==> images/class_map.png <==
(6 px per um)
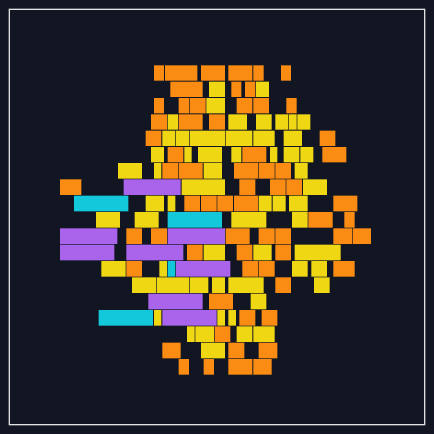
==> images/route_heat.png <==
(6 px per um) The die is cut into 14 by 14 equal tiles; white is low, dark blue is high, scaled to the fullest tile. Values are wire area over tile area, all layers added.
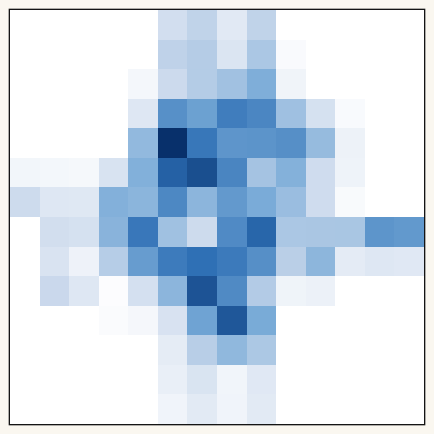
==> images/placed.png <==
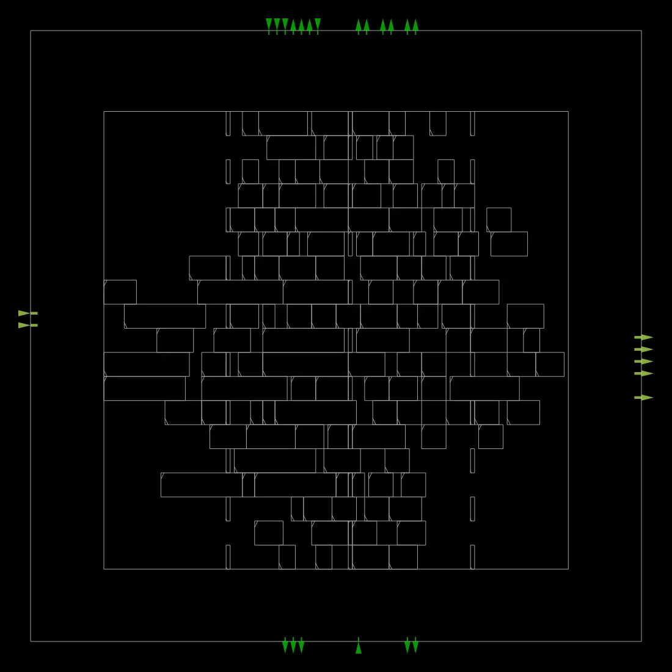
===== config.mk =====
export PLATFORM = sky130hd
export DESIGN_NAME = sap_control_sequencer_flat
export DESIGN_NICKNAME = d
export VERILOG_FILES = /design/src/rtl/sap_ctrl_pkg.sv /design/src/rtl/sap_control_sequencer_if.sv /design/src/rtl/sap_ring_counter.sv /design/src/rtl/sap_control_sequencer.sv /design/src/flat_wrapper.sv
export SDC_FILE = /design/constraint.sdc
export NUM_CORES = 1
export LEC_CHECK = 0
export CORE_MARGIN = 8
export CORE_UTILIZATION = 23
export CTS_BUF_LIST = sky130_fd_sc_hd__clkbuf_16
export CTS_CLUSTER_DIAMETER = 60
export DETAILED_ROUTE_END_ITERATION = 12
export PLACE_DENSITY = 0.46
export SKIP_LAST_GASP = 1
export SLEW_MARGIN = 10
export SYNTH_ARGS = -nofsm -noshare
export SYNTH_HDL_FRONTEND = slang
export SYNTH_SLANG_ARGS = --single-unit

===== constraint.sdc =====
create_clock -name clk -period 2.1 [get_ports clk]
set_clock_uncertainty 0.1 [all_clocks]
set_input_delay 0.63 -clock clk [delete_from_list [all_inputs] [get_ports clk]]
set_output_delay 0.63 -clock clk [all_outputs]
set_load 0.005 [all_outputs]

===== src/rtl/sap_ctrl_pkg.sv =====
// Shared constants for the SAP control sequencer: opcodes, one-hot T-states,
// control-word bit positions and the opcode classifier.
package sap_ctrl_pkg;

   localparam logic [3:0] OP_LDA = 4'b0000;
   localparam logic [3:0] OP_ADD = 4'b0001;
   localparam logic [3:0] OP_SUB = 4'b0010;
   localparam logic [3:0] OP_OUT = 4'b1110;
   localparam logic [3:0] OP_HLT = 4'b1111;

   localparam logic [5:0] T1 = 6'b000001;
   localparam logic [5:0] T2 = 6'b000010;
   localparam logic [5:0] T3 = 6'b000100;
   localparam logic [5:0] T4 = 6'b001000;
   localparam logic [5:0] T5 = 6'b010000;
   localparam logic [5:0] T6 = 6'b100000;

   // Internal control word is active-high; active-low pins are inverted at the port.
   localparam int CW_CP  = 0;
   localparam int CW_EP  = 1;
   localparam int CW_LM  = 2;
   localparam int CW_CE  = 3;
   localparam int CW_LI  = 4;
   localparam int CW_EI  = 5;
   localparam int CW_LA  = 6;
   localparam int CW_EA  = 7;
   localparam int CW_SU  = 8;
   localparam int CW_EU  = 9;
   localparam int CW_LB  = 10;
   localparam int CW_LO  = 11;
   localparam int CW_HLT = 12;
   localparam int CW_W   = 13;

   typedef logic [CW_W-1:0] cword_t;

   typedef enum logic [2:0] {
      OPC_LDA,
      OPC_ADD,
      OPC_SUB,
      OPC_OUT,
      OPC_HLT,
      OPC_NOP
   } op_class_t;

   function automatic op_class_t classify(input logic [3:0] op);
      case (op)
         OP_LDA:  return OPC_LDA;
         OP_ADD:  return OPC_ADD;
         OP_SUB:  return OPC_SUB;
         OP_OUT:  return OPC_OUT;
         OP_HLT:  return OPC_HLT;
         default: return OPC_NOP;
      endcase
   endfunction

endpackage


===== src/rtl/sap_control_sequencer_if.sv =====
// Register control bus between the sequencer (master) and the register slices
// and ALU (slave). Loads and RAM/IR bus enables are active-low.
interface sap_control_sequencer_if #(
   parameter int OPCODE_W = 4
);
   logic                run;
   logic [OPCODE_W-1:0] opcode;
   logic [5:0]          t_state;
   logic                cp;
   logic                ep;
   logic                lm_n;
   logic                ce_n;
   logic                li_n;
   logic                ei_n;
   logic                la_n;
   logic                ea;
   logic                su;
   logic                eu;
   logic                lb_n;
   logic                lo_n;
   logic                hlt;

   modport master (
      input  run, opcode,
      output t_state, cp, ep, lm_n, ce_n, li_n, ei_n, la_n, ea, su, eu, lb_n, lo_n, hlt
   );

   modport slave (
      output run, opcode,
      input  t_state, cp, ep, lm_n, ce_n, li_n, ei_n, la_n, ea, su, eu, lb_n, lo_n, hlt
   );
endinterface


===== src/rtl/sap_ring_counter.sv =====
// Six-state one-hot ring (T1..T6) with enable and synchronous restart to T1.
module sap_ring_counter
   import sap_ctrl_pkg::*;
(
   input  logic       clk,
   input  logic       clr_n,
   input  logic       en,
   input  logic       restart,
   output logic [5:0] ring
);

   always_ff @(posedge clk or negedge clr_n) begin
      if (!clr_n) begin
         ring <= T1;
      end else if (en) begin
         ring <= restart ? T1 : {ring[4:0], ring[5]};
      end
   end

endmodule


===== src/rtl/sap_control_sequencer.sv =====
// SAP control sequencer: T-state ring, arm/halt tracking and micro-op decode
// driving the register control bus.
module sap_control_sequencer
   import sap_ctrl_pkg::*;
#(
   parameter int OPCODE_W  = 4,
   parameter bit EARLY_END = 1'b0
) (
   input  logic                   clk,
   input  logic                   clr_n,
   sap_control_sequencer_if.master bus
);

   logic       armed;
   logic       halted;
   logic [5:0] ring;
   logic [3:0] op4;
   op_class_t  opc;
   logic       active;
   logic       enter_halt;
   logic       last_t;
   logic       restart;
   cword_t     cw;

   assign op4        = 4'(bus.opcode);
   assign opc        = classify(op4);
   assign active     = armed && bus.run && !halted;
   assign enter_halt = active && ring[3] && (opc == OPC_HLT);

   // Last active T-state of each instruction, used only when EARLY_END is set.
   always_comb begin
      last_t = 1'b0;
      case (opc)
         OPC_LDA:          last_t = ring[4];
         OPC_ADD, OPC_SUB: last_t = ring[5];
         OPC_OUT, OPC_NOP: last_t = ring[3];
         default:          last_t = 1'b0;
      endcase
   end

   assign restart = EARLY_END && last_t;

   sap_ring_counter u_ring (
      .clk     (clk),
      .clr_n   (clr_n),
      .en      (active && !enter_halt),
      .restart (restart),
      .ring    (ring)
   );

   always_ff @(posedge clk or negedge clr_n) begin
      if (!clr_n) begin
         armed  <= 1'b0;
         halted <= 1'b0;
      end else begin
         if (!armed) begin
            armed <= 1'b1;
         end
         if (enter_halt) begin
            halted <= 1'b1;
         end
      end
   end

   always_comb begin
      cw = '0;
      if (halted) begin
         cw[CW_HLT] = 1'b1;
      end else if (armed && bus.run) begin
         case (ring)
            T1: begin
               cw[CW_EP] = 1'b1;
               cw[CW_LM] = 1'b1;
            end
            T2: cw[CW_CP] = 1'b1;
            T3: begin
               cw[CW_CE] = 1'b1;
               cw[CW_LI] = 1'b1;
            end
            T4: begin
               case (opc)
                  OPC_LDA, OPC_ADD, OPC_SUB: begin
                     cw[CW_EI] = 1'b1;
                     cw[CW_LM] = 1'b1;
                  end
                  OPC_OUT: begin
                     cw[CW_EA] = 1'b1;
                     cw[CW_LO] = 1'b1;
                  end
                  OPC_HLT: cw[CW_HLT] = 1'b1;
                  default: cw = '0;
               endcase
            end
            T5: begin
               case (opc)
                  OPC_LDA: begin
                     cw[CW_CE] = 1'b1;
                     cw[CW_LA] = 1'b1;
                  end
                  OPC_ADD, OPC_SUB: begin
                     cw[CW_CE] = 1'b1;
                     cw[CW_LB] = 1'b1;
                  end
                  default: cw = '0;
               endcase
            end
            T6: begin
               if (opc == OPC_ADD || opc == OPC_SUB) begin
                  cw[CW_EU] = 1'b1;
                  cw[CW_LA] = 1'b1;
                  cw[CW_SU] = (opc == OPC_SUB);
               end
            end
            default: cw = '0;
         endcase
      end
   end

   assign bus.t_state = halted ? 6'b000000 : ring;
   assign bus.cp      =  cw[CW_CP];
   assign bus.ep      =  cw[CW_EP];
   assign bus.lm_n    = ~cw[CW_LM];
   assign bus.ce_n    = ~cw[CW_CE];
   assign bus.li_n    = ~cw[CW_LI];
   assign bus.ei_n    = ~cw[CW_EI];
   assign bus.la_n    = ~cw[CW_LA];
   assign bus.ea      =  cw[CW_EA];
   assign bus.su      =  cw[CW_SU];
   assign bus.eu      =  cw[CW_EU];
   assign bus.lb_n    = ~cw[CW_LB];
   assign bus.lo_n    = ~cw[CW_LO];
   assign bus.hlt     =  cw[CW_HLT];

endmodule


===== src/flat_wrapper.sv =====
// flat-port wrapper written by rule: the top's interface ports become plain ports
module sap_control_sequencer_flat import sap_ctrl_pkg::*;
#(
   parameter int OPCODE_W  = 4,
   parameter bit EARLY_END = 1'b0
)
  (clk, clr_n, bus_run, bus_opcode, bus_t_state, bus_cp, bus_ep, bus_lm_n, bus_ce_n, bus_li_n, bus_ei_n, bus_la_n, bus_ea, bus_su, bus_eu, bus_lb_n, bus_lo_n, bus_hlt);
  sap_control_sequencer_if #(.OPCODE_W(OPCODE_W)) bus_i ();
  input  logic clk;
  input  logic clr_n;
  input wire logic [$bits(bus_i.run)-1:0] bus_run;
  input wire logic [$bits(bus_i.opcode)-1:0] bus_opcode;
  output wire logic [$bits(bus_i.t_state)-1:0] bus_t_state;
  output wire logic [$bits(bus_i.cp)-1:0] bus_cp;
  output wire logic [$bits(bus_i.ep)-1:0] bus_ep;
  output wire logic [$bits(bus_i.lm_n)-1:0] bus_lm_n;
  output wire logic [$bits(bus_i.ce_n)-1:0] bus_ce_n;
  output wire logic [$bits(bus_i.li_n)-1:0] bus_li_n;
  output wire logic [$bits(bus_i.ei_n)-1:0] bus_ei_n;
  output wire logic [$bits(bus_i.la_n)-1:0] bus_la_n;
  output wire logic [$bits(bus_i.ea)-1:0] bus_ea;
  output wire logic [$bits(bus_i.su)-1:0] bus_su;
  output wire logic [$bits(bus_i.eu)-1:0] bus_eu;
  output wire logic [$bits(bus_i.lb_n)-1:0] bus_lb_n;
  output wire logic [$bits(bus_i.lo_n)-1:0] bus_lo_n;
  output wire logic [$bits(bus_i.hlt)-1:0] bus_hlt;
  assign bus_i.run = bus_run;
  assign bus_i.opcode = bus_opcode;
  assign bus_t_state = bus_i.t_state;
  assign bus_cp = bus_i.cp;
  assign bus_ep = bus_i.ep;
  assign bus_lm_n = bus_i.lm_n;
  assign bus_ce_n = bus_i.ce_n;
  assign bus_li_n = bus_i.li_n;
  assign bus_ei_n = bus_i.ei_n;
  assign bus_la_n = bus_i.la_n;
  assign bus_ea = bus_i.ea;
  assign bus_su = bus_i.su;
  assign bus_eu = bus_i.eu;
  assign bus_lb_n = bus_i.lb_n;
  assign bus_lo_n = bus_i.lo_n;
  assign bus_hlt = bus_i.hlt;
  sap_control_sequencer #(.OPCODE_W(OPCODE_W), .EARLY_END(EARLY_END)) u_core (.clk(clk), .clr_n(clr_n), .bus(bus_i));
endmodule

==> flow report <==
FLOORPLAN
---------------------------------------------------------------------------
Floorplan die width                                                 69.0 um
IO Count                                                                 26
Total die area                                                     4760 um2

LOGIC SYNTHESIS
---------------------------------------------------------------------------
Dominant non-sequential cell family after synthesis            simple AND/OR/NAND/NOR gates
Adder Share, Synth                                                        0
Fraction of the yosys area taken by sequential cells                  0.312
Instance tally after logic synthesis                                     72
Dominant cell area share                                              0.271
Synth Warn #                                                              0
Most instantiated cells after synthesis                        7 x dfrtp_1, 7 x nor2_1, 5 x and2b_1, 4 x mux2_2, 4 x nand2_1
Ys async rst share                                                     1.00
Count of library flops with an enable pin                                 0
Unique cell type count in the Yosys netlist                              35
Post-synth top flop                                                 dfrtp_1
Synthesized-area fraction occupied by and/or/nand/nor cells           0.417

PWR
---------------------------------------------------------------------------
Top contributor to total power                                 combinational logic
Static leakage power                                               0.637 nW
Sequential group power                                               309 uW
Sequential power share                                                0.193
Switching share of power                                              0.333
Power density of the placed cells                               1180 nW/um2
Worst VDD drop                                                     0.768 mV

FINAL LAYOUT
---------------------------------------------------------------------------
Final net count                                                         144
Regs by FF count                                               u_core.u_ring.ring x6, u_core.armed x1, u_core.halted x1
Share of post-route cells with drive strength above 1                 0.647
Max reg flops                                                             6
Area grow syn2layout                                                   110%
Finished layout cell area                                          1360 um2

CLOCKING
---------------------------------------------------------------------------
Clock Tree Buf Depth                                                      2
CTS tree                                                                yes
Cts-stage hold buffer count                                               0
Setup repair bufs after CTS                                              12

HOLD PATH
---------------------------------------------------------------------------
Hold worst-path end                                            u_core.halted
Hold path cells                                                           2

STA
---------------------------------------------------------------------------
Final worst setup slack                                           -0.201 ns
Peak clock frequency supported by timing                          0.435 GHz
Max-slew violation total from the final report                            0
Clock period minus final worst setup slack                          2.30 ns
Number of failing setup endpoints in the final timing report             14

PLACED DESIGN
---------------------------------------------------------------------------
Place WS                                                          -0.995 ns

WORST SETUP PATH
---------------------------------------------------------------------------
Required time of the worst setup path                               1.37 ns
Type of element capturing the critical path                    primary output
Crit-path leading delay family                                 simple AND/OR/NAND/NOR gates
Buffer-and-inverter tally for the worst setup path                        2
Critical path's largest stage delay                                 0.43 ns

DETAILED ROUTING
---------------------------------------------------------------------------
Residual DRC                                                              0

RUN
---------------------------------------------------------------------------
Maximum capacitance violations                                            0

RUN STATUS
---------------------------------------------------------------------------
Status                                                         finished with violations
Failing checks                                                 negative setup slack

GLOBAL ROUTING
---------------------------------------------------------------------------
Grt ovf                                                                   0
Antenna violations before repair                                          0

Back to the opening pictures, class_map.png:
legend:
  clock drivers and dummy loads:
    colour: cyan
    cells: 4
  remaining logic cells:
    colour: yellow
    cells: 59
  registers:
    colour: purple
    cells: 8
  remaining buffers and delay cells:
    colour: orange
    cells: 65
area of the core: 2710 um2
post-layout utilization of the core: 0.501
sequential share of cell area: 0.151

Back to the opening pictures, route_heat.png:
mean over tiles: 0.077
densest ninth of the die: centre
nearly empty tiles: 45%
emptiest ninth of the die: lower right
fullest tile: 0.40
tiles over half the peak: 14%
Routed wire per std cell: 14.3 um
final wirelength: 2390 um
via total after detailed routing: 783

Back to the opening pictures, placed.png:
Final Instance Count excl. Fillers: 167
number of rows created at floorplan: 19

## routing by layer
layer / part of all wire / GRT usage / routed length (um)
met4: 0.0071 / 0.0526 / 17
met1: 0.40 / 0.106 / 965
met2: 0.55 / 0.176 / 1320
met5: 0 / 0 / 0
met3: 0.036 / 0.0210 / 86
## area by class of cell
| type | count | area, um2 | share of cell area |
|---|---|---|---|
| Multi-Input combinational cell | 57 | 493 | 0.363 |
| Clock buffer | 3 | 75.1 | 0.0552 |
| Timing Repair Buffer | 65 | 536 | 0.394 |
| Inverter | 2 | 7.51 | 0.00552 |
| Clock inverter | 1 | 3.75 | 0.00276 |
| Tap cell | 31 | 38.8 | 0.0285 |
| Sequential cell | 8 | 205 | 0.151 |
No activity file was given, so power comes from the tool's default toggle rates.
